$ cat config.mk
export PLATFORM = sky130hd
export DESIGN_NAME = add_share_arb
export DESIGN_NICKNAME = d
export VERILOG_FILES = /design/src/rtl/add_share_pkg.sv /design/src/rtl/cla_adder.sv /design/src/rtl/add_share_arb.sv
export SDC_FILE = /design/constraint.sdc
export NUM_CORES = 1
export LEC_CHECK = 0
export ABC_AREA = 1
export CAP_MARGIN = 20
export CORE_MARGIN = 5
export CORE_UTILIZATION = 40
export DETAILED_ROUTE_END_ITERATION = 7
export GPL_TIMING_DRIVEN = 0
export PLACE_DENSITY = 0.77
export SLEW_MARGIN = 0
export SYNTH_ARGS = -nofsm -noshare
export SYNTH_HDL_FRONTEND = slang
export SYNTH_SLANG_ARGS = --single-unit
$ cat constraint.sdc
create_clock -name clk -period 3.2 [get_ports clk]
set_input_delay 0.32 -clock clk [delete_from_list [all_inputs] [get_ports clk]]
set_output_delay 0.32 -clock clk [all_outputs]
set_load 0.02 [all_outputs]
$ cat src/rtl/add_share_pkg.sv
// Shared definitions for the add-share arbiter: result-register FSM encoding.
package add_share_pkg;
  typedef enum logic {
    IDLE = 1'b0,
    HOLD = 1'b1
  } state_e;
endpackage

$ cat src/rtl/cla_adder.sv
// N-bit carry-lookahead adder: every carry is a flat sum-of-products of
// generate/propagate terms rather than a ripple chain.
module cla_adder #(
  parameter int N = 4
) (
  input  logic [N-1:0] a_i,
  input  logic [N-1:0] b_i,
  input  logic         cin_i,
  output logic [N-1:0] sum_o,
  output logic         cout_o
);
  logic [N-1:0] gen;
  logic [N-1:0] prop;
  logic [N:0]   carry;
  logic         term;
  logic         acc;

  always_comb begin
    gen      = a_i & b_i;
    prop     = a_i ^ b_i;
    carry    = '0;
    carry[0] = cin_i;
    term     = 1'b0;
    acc      = 1'b0;
    for (int i = 0; i < N; i++) begin
      // carry[i+1] = g[i] | p[i]g[i-1] | ... | p[i..0]cin
      acc = 1'b0;
      for (int j = 0; j <= i; j++) begin
        term = gen[j];
        for (int k = j + 1; k <= i; k++) term = term & prop[k];
        acc = acc | term;
      end
      term = cin_i;
      for (int k = 0; k <= i; k++) term = term & prop[k];
      carry[i+1] = acc | term;
    end
  end

  assign sum_o  = prop ^ carry[N-1:0];
  assign cout_o = carry[N];
endmodule

$ cat src/rtl/add_share_arb.sv
// Round-robin arbiter sharing one carry-lookahead adder among R requesters,
// with a single registered result slot that supports back-to-back issue.
module add_share_arb
  import add_share_pkg::*;
#(
  parameter  int N   = 4,
  parameter  int R   = 4,
  localparam int IDW = $clog2(R)
) (
  input  logic           clk,
  input  logic           rst_n,
  input  logic [R-1:0]   req_valid,
  output logic [R-1:0]   req_ready,
  input  logic [R*N-1:0] req_x,
  input  logic [R*N-1:0] req_y,
  input  logic [R-1:0]   req_cin,
  output logic           rsp_valid,
  input  logic           rsp_ready,
  output logic [IDW-1:0] rsp_id,
  output logic [N-1:0]   rsp_sum,
  output logic           rsp_cout
);
  state_e         state_q, state_d;
  logic [IDW-1:0] rr_ptr_q, rr_ptr_d;
  logic [IDW-1:0] grant_idx;
  logic           grant_found;
  logic           can_accept;
  logic           hs;
  logic [N-1:0]   op_x, op_y, sum_w;
  logic           op_cin, cout_w;
  logic [N-1:0]   rsp_sum_q;
  logic           rsp_cout_q;
  logic [IDW-1:0] rsp_id_q;

  // First valid requester at or after rr_ptr, wrapping past R-1.
  always_comb begin
    grant_found = 1'b0;
    grant_idx   = '0;
    for (int k = 0; k < R; k++) begin
      automatic int cand = (int'(rr_ptr_q) + k) % R;
      if (!grant_found && req_valid[IDW'(cand)]) begin
        grant_found = 1'b1;
        grant_idx   = IDW'(cand);
      end
    end
  end

  assign can_accept = (state_q == IDLE) | rsp_ready;

  always_comb begin
    req_ready = '0;
    if (rst_n && can_accept && grant_found) req_ready[grant_idx] = 1'b1;
  end

  assign hs     = |req_ready;
  assign op_x   = req_x[grant_idx*N +: N];
  assign op_y   = req_y[grant_idx*N +: N];
  assign op_cin = req_cin[grant_idx];

  cla_adder #(.N(N)) u_cla (
    .a_i   (op_x),
    .b_i   (op_y),
    .cin_i (op_cin),
    .sum_o (sum_w),
    .cout_o(cout_w)
  );

  always_comb begin
    state_d  = state_q;
    rr_ptr_d = rr_ptr_q;
    if (hs) rr_ptr_d = (grant_idx == IDW'(R - 1)) ? '0 : grant_idx + 1'b1;
    case (state_q)
      IDLE:    if (hs) state_d = HOLD;
      HOLD:    if (rsp_ready && !hs) state_d = IDLE;
      default: state_d = IDLE;
    endcase
  end

  always_ff @(posedge clk or negedge rst_n) begin
    if (!rst_n) begin
      state_q    <= IDLE;
      rr_ptr_q   <= '0;
      rsp_sum_q  <= '0;
      rsp_cout_q <= 1'b0;
      rsp_id_q   <= '0;
    end else begin
      state_q  <= state_d;
      rr_ptr_q <= rr_ptr_d;
      if (hs) begin
        rsp_sum_q  <= sum_w;
        rsp_cout_q <= cout_w;
        rsp_id_q   <= grant_idx;
      end
    end
  end

  assign rsp_valid = (state_q == HOLD);
  assign rsp_sum   = rsp_sum_q;
  assign rsp_cout  = rsp_cout_q;
  assign rsp_id    = rsp_id_q;
endmodule

==> images/final_placement.png <==
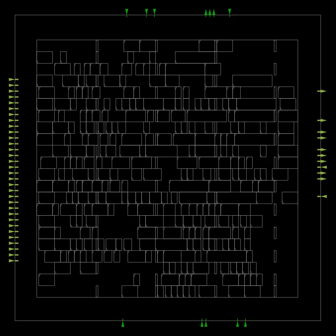
core box area: 3630 µm²
tap cells: 48
proportion of cell area occupied by registers: 11.6%

==> impl_report.txt <==
PHYSICAL IMPLEMENTATION REPORT
----------------------------------------------------
[Logic synthesis]
  Registers, synthesis ........................ 10
  Count leader, synth ........................ sky130_fd_sc_hd__nand2_1
  Complex-gate fraction of the synthesized area ........................ about 3.7%
  Share of synthesized registers carrying an async set or reset ........................ 100%
  Area fraction in and, or, nand and nor cells after synthesis ........................ roughly 50%
  Cell area after technology mapping ........................ around 1500 µm²
  Synth Flop Type ........................ sky130_fd_sc_hd__dfrtp_1
  Library cells used by synthesis ........................ 25
  Top post-synthesis cells by count ........................ sky130_fd_sc_hd__nand2_1 (80), sky130_fd_sc_hd__inv_1 (48), sky130_fd_sc_hd__nand3_1 (32)
  Number of flops mapped to enable cells by yosys ........................ 0
  Proportion of netlist area held by the largest area contributor ........................ 20.1%
  Net count after synthesis ........................ roughly 300
  Proportion of synthesized chip area in sequential cells ........................ 16.8%
  Cells taking the most area after synthesis ........................ sky130_fd_sc_hd__nand2_1 (20%), sky130_fd_sc_hd__dfrtp_1 (17%), sky130_fd_sc_hd__inv_1 (12%)
  Number of cell instances after yosys synthesis ........................ between 200 and 250
  Warnings from Yosys ........................ 0

[Timing]
  Setup-violating endpoint count in the final report ........................ 0
  RSZ-0062 raised after global routing ........................ false
  Worst rel slew slack ........................ 66.5%
  Pin slew with the least headroom to its limit ........................ around 0.5 ns
  Final-layout setup total negative slack ........................ 0 ns
  Worst Hold Margin ........................ about 0.42 ns
  Clock skew after layout ........................ between 0.002 and 0.0025 ns
  Timing-limited maximum frequency ........................ 333 MHz
  Number of max-slew violations in the final report ........................ 0
  Final Hold Violation Tally ........................ 0

[Layout]
  Final-layout clock-cell area share ........................ 2.55%
  Leading cell type in the layout, fill and taps excluded ........................ sky130_fd_sc_hd__nand2_1
  Sequential cell area ........................ 250 µm²
  Area-dominant cell class after layout ........................ multi-input combinational cells
  Layout cells sized above 1 ........................ 10.9%
  # diodes ........................ 0
  Count of non-filler cells in the finished layout ........................ 350

[Clock network]
  Clk latency late pin ........................ 0.24 ns
  Cts repair resizes ........................ 0
  CTS tree ........................ built
  Buffers inserted during post-CTS setup optimization ........................ 0
  Clk root buf ........................ sky130_fd_sc_hd__clkbuf_8
  TritonCTS Buffers ........................ 3
  Max Root-Sink Buffers ........................ 2
  Post-CTS clock slew at the launch and capture registers of the worst setup and hold paths ........................ 0.05 ns

[Place]
  Post-DP HPWL ........................ 3.13 mm
  Routability-driven placement congestion ratio ........................ 0.880
  Buffers added on ports ........................ 54

[Worst setup path]
  Crit-path max cell delay ........................ 0.60 ns
  Worst R2R Start ........................ rr_ptr_q[0]$_DFFE_PN0P_
  Startpoint of the worst setup timing path ........................ req_valid[2]
  Worst R2R End ........................ rsp_cout$_DFFE_PN0P_
  Kind of start point of the critical path ........................ primary input
  Top cell family by delay on the critical path ........................ buffers and inverters

[Global routing]
  Met2 usage in global routing ........................ approximately 25%
  Initial antenna violation count ........................ 0
  Global-route congestion overflow total ........................ 0
  M1 GR Usage ........................ 20.2%
  Wire length of the first global-routing pass ........................ 6.62 mm
  Most used routing layer in global routing ........................ met2

[Route]
  Avg WL per Cell ........................ 11.2 µm
  Iteration count of the initial detailed-routing pass ........................ 4
  Wire length the detailed router placed on met1 ........................ around 1.7 mm
  Post-route antenna net violation count ........................ 0
  Post-route DRC ........................ 0
  Number of DRC violations after detailed-routing iteration 0 ........................ between 100 and 150
  Detail-routed via count per cell ........................ 4.76
  Total Wirelength ........................ roughly 4 mm

[Floorplan]
  DIE WIDTH ........................ 71.1 µm

[Status]
  Status ........................ finished clean

----------------------------------------------------
==> images/drive_strength.png <==
Scale: 4 px per µm.
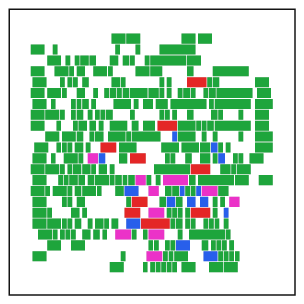
| colour | size | cells | share |
|---|---|---|---|
| green | drive 1 or less | 269 | 89% |
| red | drive 6 and up | 9 | 3.0% |
| magenta | drive 3 to 4 | 10 | 3.3% |
| blue | drive 2 | 14 | 4.6% |
final instance area: 2160 µm²
Layout Area Growth over Synthesis: 44.8%
Non-CTS buffers: 65
fin worst setup slack: 0.196 ns

